run_1/clock_nets.png
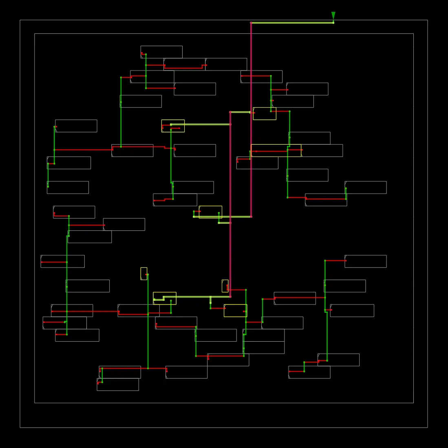
run_1/gates.png
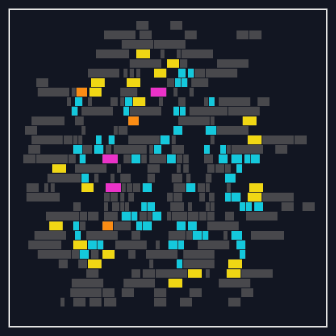
run_1/clock_wires.png
The bar under the picture is 20 um long.
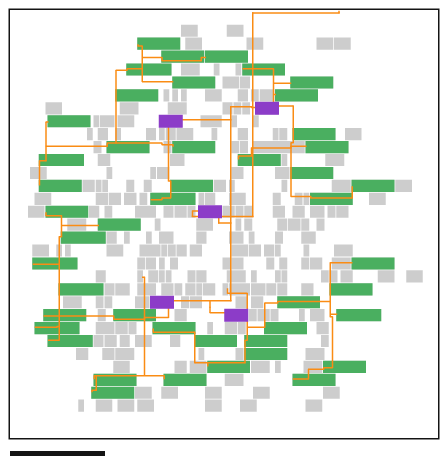
## config.mk

```make
export PLATFORM = sky130hd
export DESIGN_NAME = baud_gen_flat
export DESIGN_NICKNAME = d
export VERILOG_FILES = /design/src/rtl/baud_gen_pkg.sv /design/src/rtl/baud_gen_if.sv /design/src/rtl/baud_div_cnt.sv /design/src/rtl/baud_gen.sv /design/src/flat_wrapper.sv
export SDC_FILE = /design/constraint.sdc
export NUM_CORES = 1
export LEC_CHECK = 0
export CAP_MARGIN = 10
export CORE_MARGIN = 3
export CORE_UTILIZATION = 35
export DETAILED_ROUTE_END_ITERATION = 7
export RECOVER_POWER = 100
export SETUP_SLACK_MARGIN = 0.02
export SKIP_CTS_REPAIR_TIMING = 1
export SLEW_MARGIN = 0
export SYNTH_ARGS = -nofsm -noshare
export SYNTH_HDL_FRONTEND = slang
export SYNTH_SLANG_ARGS = --single-unit
```

## constraint.sdc

```tcl
create_clock -name clk -period 6.3 [get_ports clk]
set_input_delay 1.89 -clock clk [delete_from_list [all_inputs] [get_ports clk]]
set_output_delay 1.89 -clock clk [all_outputs]
set_load 0.01 [all_outputs]
```

## src/rtl/baud_gen_pkg.sv

```systemverilog
`default_nettype none
// ============================================================================
// Package     : baud_pkg
// Description : Shared widths, reset divisor and types for the baud-rate
//               tick generator and its divisor down-counter.
// Revision    : 1.0 - initial release
// ============================================================================
package baud_pkg;

  // Divisor / down-counter width in bits
  localparam int DIV_W      = 16;
  // Receiver ticks per transmitter tick (power of two)
  localparam int OVERSAMPLE = 16;
  // Width of the oversample phase counter
  localparam int OS_W       = $clog2(OVERSAMPLE);
  // Width of one bus byte
  localparam int BYTE_W     = 8;

  typedef logic [DIV_W-1:0]  div_t;
  typedef logic [BYTE_W-1:0] byte_t;

  // 50 MHz / (16 * 19200) - 1, rounded
  localparam div_t RESET_DIV = 16'd162;

  // Assemble a divisor from its high and low bus bytes
  function automatic div_t join_div(input byte_t hi, input byte_t lo);
    return div_t'({hi, lo});
  endfunction

endpackage
`default_nettype wire

```

## src/rtl/baud_gen_if.sv

```systemverilog
`default_nettype none
// ============================================================================
// Interface   : baud_gen_if
// Description : CPU-side divisor bus plus the tick outputs of the baud-rate
//               generator. The master side loads the divisor and consumes
//               the ticks; the slave side is the generator itself.
// Revision    : 1.0 - initial release
// ============================================================================
interface baud_gen_if;
  import baud_pkg::*;

  logic  en;
  byte_t din;
  logic  wr_div_lo;
  logic  wr_div_hi;
  div_t  divisor;
  logic  baud_rate_generator;
  logic  tx_tick;

  modport master (
    output en,
    output din,
    output wr_div_lo,
    output wr_div_hi,
    input  divisor,
    input  baud_rate_generator,
    input  tx_tick
  );

  modport slave (
    input  en,
    input  din,
    input  wr_div_lo,
    input  wr_div_hi,
    output divisor,
    output baud_rate_generator,
    output tx_tick
  );

endinterface
`default_nettype wire

```

## src/rtl/baud_div_cnt.sv

```systemverilog
`default_nettype none
// ============================================================================
// Module      : baud_div_cnt
// Description : Loadable down-counter with zero-detect tick. Counts down
//               once per enabled cycle; on reaching zero it reloads from
//               i_reload_val and raises o_tick for exactly the next cycle.
//               A load always wins over the tick decision of that cycle.
// Revision    : 1.0 - initial release
// ============================================================================
module baud_div_cnt #(
  parameter int               WIDTH     = 16,
  parameter logic [WIDTH-1:0] RESET_VAL = '0
) (
  input  wire logic             clk,
  input  wire logic             rst_n,
  input  wire logic             i_load,
  input  wire logic [WIDTH-1:0] i_load_val,
  input  wire logic             i_hold,
  input  wire logic [WIDTH-1:0] i_reload_val,
  output logic                  o_fire,
  output logic                  o_tick
);

  logic [WIDTH-1:0] r_cnt;
  logic             r_tick;
  logic             w_zero;

  assign w_zero = (r_cnt == '0);

  // Edge that will produce a tick: counter empty, running, not being reloaded
  assign o_fire = w_zero & ~i_hold & ~i_load;

  // Down-count with reload on zero; hold and load suppress the tick
  always_ff @(posedge clk or negedge rst_n) begin
    if (!rst_n) begin
      r_cnt  <= RESET_VAL;
      r_tick <= 1'b0;
    end else if (i_load) begin
      r_cnt  <= i_load_val;
      r_tick <= 1'b0;
    end else if (i_hold) begin
      r_tick <= 1'b0;
    end else if (w_zero) begin
      r_cnt  <= i_reload_val;
      r_tick <= 1'b1;
    end else begin
      r_cnt  <= r_cnt - {{(WIDTH-1){1'b0}}, 1'b1};
      r_tick <= 1'b0;
    end
  end

  assign o_tick = r_tick;

endmodule
`default_nettype wire

```

## src/rtl/baud_gen.sv

```systemverilog
`default_nettype none
// ============================================================================
// Module      : baud_gen
// Description : Programmable baud-rate tick generator. A 16-bit divisor is
//               loaded through two byte writes (low byte staged, high byte
//               commits). Emits a one-cycle oversample tick every divisor+1
//               cycles and a one-cycle bit tick on every OVERSAMPLE-th
//               oversample tick. All outputs are registered.
// Revision    : 1.0 - initial release
// ============================================================================
module baud_gen
  import baud_pkg::*;
(
  input  wire logic  clk,
  input  wire logic  reset,
  baud_gen_if.slave  bus
);

  localparam byte_t c_RESET_LO = RESET_DIV[BYTE_W-1:0];

  byte_t r_lo_stage;
  div_t  r_divisor;
  byte_t w_lo_byte;
  div_t  w_commit_val;
  logic  w_commit;
  logic  w_hold;
  logic  w_fire;
  logic  w_baud_tick;
  logic  w_tx_tick;

  // A same-cycle low write bypasses the stage so {din, din} is committed
  assign w_commit     = bus.wr_div_hi;
  assign w_hold       = ~bus.en;
  assign w_lo_byte    = bus.wr_div_lo ? bus.din : r_lo_stage;
  assign w_commit_val = join_div(bus.din, w_lo_byte);

  // Low-byte staging register; reset discards any partial write
  always_ff @(posedge clk or negedge reset) begin
    if (!reset) begin
      r_lo_stage <= c_RESET_LO;
    end else if (bus.wr_div_lo) begin
      r_lo_stage <= bus.din;
    end
  end

  // Committed divisor; writes are accepted regardless of en
  always_ff @(posedge clk or negedge reset) begin
    if (!reset) begin
      r_divisor <= RESET_DIV;
    end else if (w_commit) begin
      r_divisor <= w_commit_val;
    end
  end

  baud_div_cnt #(
    .WIDTH     (DIV_W),
    .RESET_VAL (RESET_DIV)
  ) u_div_cnt (
    .clk          (clk),
    .rst_n        (reset),
    .i_load       (w_commit),
    .i_load_val   (w_commit_val),
    .i_hold       (w_hold),
    .i_reload_val (r_divisor),
    .o_fire       (w_fire),
    .o_tick       (w_baud_tick)
  );

  generate
    if (OVERSAMPLE > 1) begin : g_os_div
      localparam logic [OS_W-1:0] c_OS_LAST = OS_W'(OVERSAMPLE - 1);

      logic [OS_W-1:0] r_os_cnt;
      logic            r_tx_tick;

      // Count oversample ticks; the last one of each group also fires tx_tick
      always_ff @(posedge clk or negedge reset) begin
        if (!reset) begin
          r_os_cnt  <= '0;
          r_tx_tick <= 1'b0;
        end else if (w_commit) begin
          r_os_cnt  <= '0;
          r_tx_tick <= 1'b0;
        end else if (w_fire) begin
          if (r_os_cnt == c_OS_LAST) begin
            r_os_cnt  <= '0;
            r_tx_tick <= 1'b1;
          end else begin
            r_os_cnt  <= r_os_cnt + OS_W'(1);
            r_tx_tick <= 1'b0;
          end
        end else begin
          r_tx_tick <= 1'b0;
        end
      end

      assign w_tx_tick = r_tx_tick;
    end else begin : g_os_bypass
      // With no oversampling every receiver tick is also a bit tick
      assign w_tx_tick = w_baud_tick;
    end
  endgenerate

  assign bus.divisor             = r_divisor;
  assign bus.baud_rate_generator = w_baud_tick;
  assign bus.tx_tick             = w_tx_tick;

endmodule
`default_nettype wire

```

## src/flat_wrapper.sv

```systemverilog
// flat-port wrapper written by rule: the top's interface ports become plain ports
module baud_gen_flat import baud_pkg::*;
  (clk, reset, bus_en, bus_din, bus_wr_div_lo, bus_wr_div_hi, bus_divisor, bus_baud_rate_generator, bus_tx_tick);
  baud_gen_if bus_i ();
  input  wire logic clk;
  input  wire logic reset;
  input wire logic [$bits(bus_i.en)-1:0] bus_en;
  input wire logic [$bits(bus_i.din)-1:0] bus_din;
  input wire logic [$bits(bus_i.wr_div_lo)-1:0] bus_wr_div_lo;
  input wire logic [$bits(bus_i.wr_div_hi)-1:0] bus_wr_div_hi;
  output wire logic [$bits(bus_i.divisor)-1:0] bus_divisor;
  output wire logic [$bits(bus_i.baud_rate_generator)-1:0] bus_baud_rate_generator;
  output wire logic [$bits(bus_i.tx_tick)-1:0] bus_tx_tick;
  assign bus_i.en = bus_en;
  assign bus_i.din = bus_din;
  assign bus_i.wr_div_lo = bus_wr_div_lo;
  assign bus_i.wr_div_hi = bus_wr_div_hi;
  assign bus_divisor = bus_i.divisor;
  assign bus_baud_rate_generator = bus_i.baud_rate_generator;
  assign bus_tx_tick = bus_i.tx_tick;
  baud_gen u_core (.clk(clk), .reset(reset), .bus(bus_i));
endmodule
```

==> results_slide.txt, run 1 <==
Synthesis and Place & Route Summary

Finish
  – Layout Nets: 287
  – Fin util: 42.7%

Floorplan
  – Die ar.: 8110 sq um
  – Die Ht: 90.0 um

Route
  – DRC violations left: 0
  – M1 wire length: 2970 um
  – Via count: 2043
  – Iter 0 DRT Violations: 244

GRT
  – Met1 Use GR: 23.5%
  – Maximum number of pins on one net before global-route repair: 47
  – Busiest grt layer: met2

Logic synthesis
  – Commonest cells post-synth: dfrtp_1, nor2_1, o21ai_0
  – Top-area cell share: 37.4%
  – Area fraction in mux cells: 9.26%
  – Synth area leader: dfrtp_1
  – Synthesis Warnings: 0
  – Post-synthesis compound-gate area fraction: 18.9%
  – Mapped Nets: 266
  – Number of enable flip-flop cells: 0
  – Syn Area/Cell: 9.89 sq um

Run status
  – Failing checks: max-capacitance violations, max-slew violations
  – Outcome: finished with violations

Placed design
  – # placed instances: 360
  – Port bufs: 30
  – DP Area: 2810 sq um

Clocking
  – Clock root buffer: clkbuf_8
  – Clock-pin slew on the worst setup and hold paths: 0.09 ns

Worst setup path
  – CP arrival: 4.32 ns
  – Crit-path cells: dlygate4sd3_1 > or4b_2 > or4_1 > or3_1 > a21oi_1
  – Worst R2R End: u_core.u_div_cnt.r_cnt[10]
  – Worst reg2reg startpoint: u_core.u_div_cnt.r_cnt[0]
  – Worst path top cell family by delay: simple AND/OR/NAND/NOR gates

Timing
  – Slew Limit Fails: 47
  – Period minus WS final: 4.11 ns
  – Fin. Hold Viols: 0
  – # setup viols final: 0
  – Max_slew headroom: -61.4%
  – Tightest hold margin: 0.499 ns

Job
  – Max cap viols: 1

Worst hold path
  – Hold WC Path Type: register to register

Pwr
  – Pwr dens: 245 nW/um^2
Back to the opening pictures, clock_nets.png:
Final Skew: 0.0119 ns
Clk. pwr: 0.217 mW

Back to the opening pictures, gates.png:
Key: orange = xor and xnor cells [cells 3]; yellow = mux cells [cells 21]; magenta = fa/ha/maj cells [cells 3]; cyan = aoi and oai cells [cells 60]
Comb area share: 41.1%
most numerous logic cell after layout: dfrtp_1
non-filler cells, final: 368

Back to the opening pictures, clock_wires.png:
Key: purple = clock-net drivers [count 5]; green = flip-flops [count 46]; orange = clock wires [length 591 um]
Position of the flops: all over the die.
clk latency late pin: 0.30 ns
Clock Power Share: 30.3%

[run 1: cell type report]
cell class	count	area, sq um
clock buffers	7	76.3
clock inverters	1	30.0
fillers	701	3920
inverters	8	30.0
multi-input cells	179	1200
flip-flops and latches	46	1160
well taps	96	120
repair buffers	31	298
[run 1: worst reg2reg max path, cell delays in order, from the launching register on]
cell and delay, ns:
dfrtp_1 0.45, inv_1 0.11, ha_1 0.16, or4b_2 0.76, or4_1 0.78, o221ai_1 0.29, o21ai_0 0.10
[run 1: power breakdown]
| part | leakage, nW | internal, mW | switching [mW] |
|---|---|---|---|
| sequential | 0.543 | 0.329 | 0.0339 |
| combinational | 0.551 | 0.0635 | 0.0711 |
| clock | 0.0524 | 0.119 | 0.0977 |
| total | 1.15 | 0.512 | 0.203 |
==> run 2: changes to the inputs <==
- clock period: 6.3 -> 3.5 ns (I/O delays scaled with it)
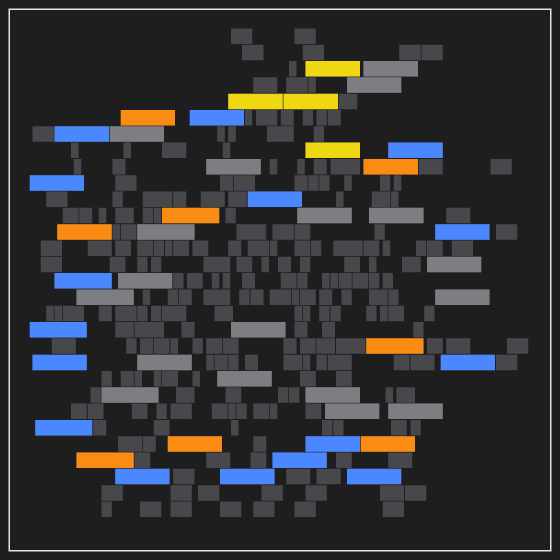
run_2/ff_map.png
Other sequential cells in the stronger gray, the rest of the logic in the fainter gray.
Key: yellow = u_core.g_os_div.r_os_cnt [sequential cells 4, where north]; blue = u_core.bus.divisor [sequential cells 16, where all over the die]; orange = u_core.r_lo_stage [sequential cells 8]
Another 18 sequential cells are not colored.

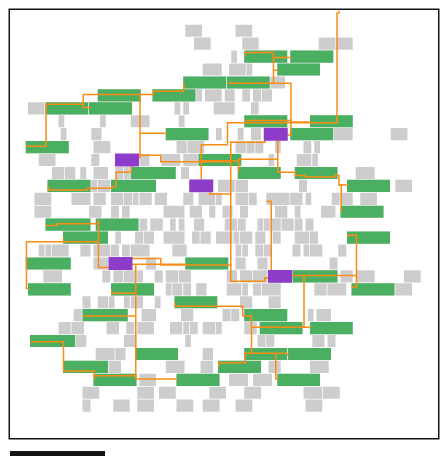
run_2/clock_wires.png
The bar under the picture is 20 um long.
Key: orange = clock wires [length 651 um]; green = flip-flops [count 46]; purple = clock-net drivers [count 5]
Position of the flops: all over the die. There are 6 routed clock nets.

==> run 2 against run 1 <==
  * The run now ends clean
  * Largest power group unchanged
  * Critical endpoint unchanged
  * Clock skew about the same
  * Register-to-register slack worse by 2.8 ns
  * Non-clock buffer count up 5
  * Sequential power up about 80%
  * Count of clock-buffer cells in the layout unchanged
==> results_slide.txt, run 2 <==
Synthesis and Place & Route Summary

Placed design
  – Port bufs: 30 (unchanged)
  – Final HPWL DP: 4490 um (was 4430 um)
  – # placed instances: 365 (was 360)
  – DP Area: 2850 sq um (was 2810 sq um)

Finish
  – Share of post-route cells with drive strength above 1: 15.2% (was 13.6%)
  – Invs w/o clock: 8 (unchanged)
  – Seq_cells: 46 (unchanged)
  – Non-clk bufs: 36 (was 31)
  – Seq. cell area: 1160 sq um (unchanged)
  – Non-filler cells, final: 373 (was 368)
  – Area growth, synth to finish: 18.6% (was 17.9%)
  – Layout Nets: 292 (was 287)
  – Clock network area share: 3.12% (was 3.65%)
  – Fillers: 714 (was 701)
  – Mi-comb count: 179 (unchanged)
  – Most numerous logic cell after layout: dfrtp_1 (unchanged)
  – Comb area share: 40.6% (was 41.1%)
  – Max-area cell class: logic gates (unchanged)
  – Clkbuf count: 7 (unchanged)
  – Most numerous logic cells after layout: dfrtp_1, nor2_1, dlygate4sd3_1 (unchanged)
  – Footprint of the multi-input gates: 1190 sq um (was 1200 sq um)
  – Sequential cell area share: 39.6% (was 39.9%)
  – Fin util: 42.9% (was 42.7%)
  – Layout non-clock buf frac: 11.5% (was 10.2%)

Floorplan
  – IO Pins: 31 (unchanged)
  – # Taps: 96 (unchanged)
  – Die ar.: 8110 sq um (unchanged)
  – Die Ht: 90.0 um (unchanged)
  – Fp_density: 36.2% (unchanged)

Pwr
  – Pwr dens: 425 nW/um^2 (was 245 nW/um^2)

Logic synthesis
  – Top-area cell share: 37.4% (unchanged)
  – Number of enable flip-flop cells: 0 (unchanged)
  – Synth top cell by count: dfrtp_1 (unchanged)
  – Synth area leader: dfrtp_1 (unchanged)
  – Post-synthesis async set-or-reset flop share: 100% (unchanged)
  – Synthesis Warnings: 0 (unchanged)
  – Distinct cells, synth: 52 (unchanged)
  – Mapped Nets: 266 (unchanged)
  – Synth Instances: 250 (unchanged)
  – Commonest cells post-synth: dfrtp_1, nor2_1, o21ai_0 (unchanged)
  – Syn Area/Cell: 9.89 sq um (unchanged)
  – Register area share after synthesis: 47.0% (unchanged)
  – Chip Area, Yosys: 2470 sq um (unchanged)

Worst setup path
  – CP arrival: 3.30 ns (was 4.32 ns)
  – Worst R2R End: u_core.u_div_cnt.r_cnt[7] (was u_core.u_div_cnt.r_cnt[10])
  – Worst reg2reg setup slack: 0.69 ns (was 3.53 ns)
  – Crit end category: register (unchanged)
  – Worst Path Required: 3.72 ns (was 6.51 ns)
  – Worst reg2reg startpoint: u_core.u_div_cnt.r_cnt[0] (unchanged)
  – Worst path top cell family by delay: simple AND/OR/NAND/NOR gates (unchanged)
  – Crit-path cells: dlygate4sd3_1 > or4b_2 > or4_1 > or3_1 > a21oi_1 (unchanged)
  – WS Path Type: input pin to register (unchanged)
  – Critical-path top delay cell: dlygate4sd3_1 (unchanged)

Route
  – DRT Wirelength: 6380 um (was 6260 um)
  – Iter 0 DRT Violations: 224 (was 244)
  – Pre-Repair DR Iteration Count: 5 (was 4)
  – Via count: 2048 (was 2043)
  – DRC violations left: 0 (unchanged)

Timing
  – Fin. Hold Viols: 0 (unchanged)
  – F_max: 324 MHz
  – Final Skew: 0.0119 ns (about the same)
  – Slew Limit Fails: 0 (was 47)
  – Unrepaired setup endpoints after global routing: false (unchanged)
  – Max_slew headroom: 24.2% (was -61.4%)
  – Tightest hold margin: 0.496 ns (was 0.499 ns)
  – # setup viols final: 0 (unchanged)
  – Period minus WS final: 3.08 ns

Run status
  – Outcome: finished, final reports clean (was finished with violations)

Worst hold path
  – Hold_sp: u_core.r_lo_stage[6] (unchanged)
  – Hold WC Path Type: register to register (unchanged)
  – WHS Endpoint: u_core.r_lo_stage[6] (unchanged)

GRT
  – All-Layer GR Usage: 16.4% (was 16.3%)
  – Overflow after GRT: 0 (unchanged)
  – Number of global-route vias before repair: 2024 (was 2012)
  – Initial antenna violation count: 0 (unchanged)
  – Maximum number of pins on one net before global-route repair: 47 (unchanged)

Job
  – Tool warning count: 27 (unchanged)
  – Max cap viols: 0 (was 1)

Clocking
  – Clock-pin slew on the worst setup and hold paths: 0.08 ns (was 0.09 ns)
  – Clk latency late pin: 0.31 ns (was 0.30 ns)
  – Clock root buffer: clkbuf_8 (unchanged)
  – Cts bufs inserted: 5 (unchanged)
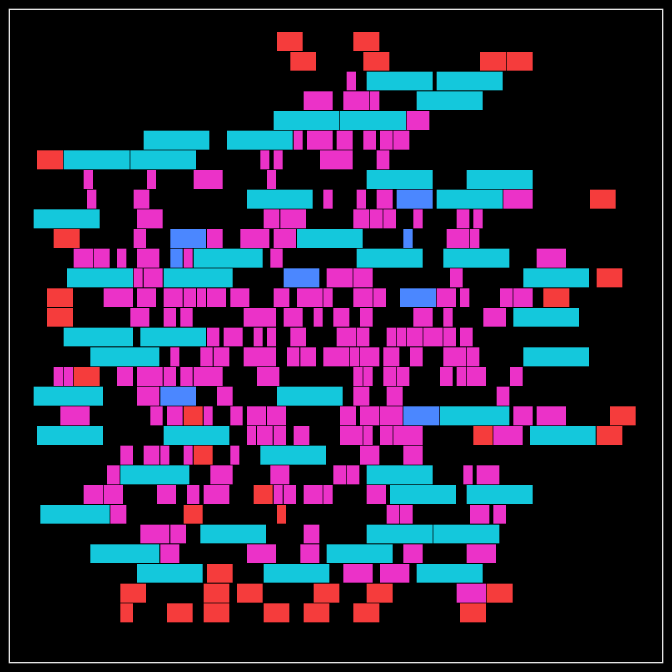
run_2/class_map.png
Key: red = remaining buffers and delay cells [cells 36]; cyan = registers [cells 46]; blue = clock drivers and dummy loads [cells 8]; magenta = remaining logic cells [cells 187]

[run 2: power by group]
group | internal, mW | switching, mW
Clock | 0.160 | 0.188
Combinational | 0.118 | 0.127
Sequential | 0.593 | 0.0610
Total | 0.870 | 0.376
[run 2: cells by family after synthesis]
group	after synthesis	share of synthesized area, %
AND-OR/OR-AND	71	18.9
XOR/XNOR	3	1.06
adder cells (fa/ha/maj)	3	1.52
buffers and inverters	25	4.55
flip-flops	46	47.0
multiplexers	21	9.26
AND/OR/NAND/NOR	81	17.7
[run 2: layer usage]
layer	track usage [%]	wire length [um]	up-vias
met1	22.9	2990	1008
li1	-	-	971
met2	25.5	2970	60
met5	0	0	-
met3	3.93	338	9
met4	4.59	78	0
No activity file was given, so power comes from the tool's default toggle rates.
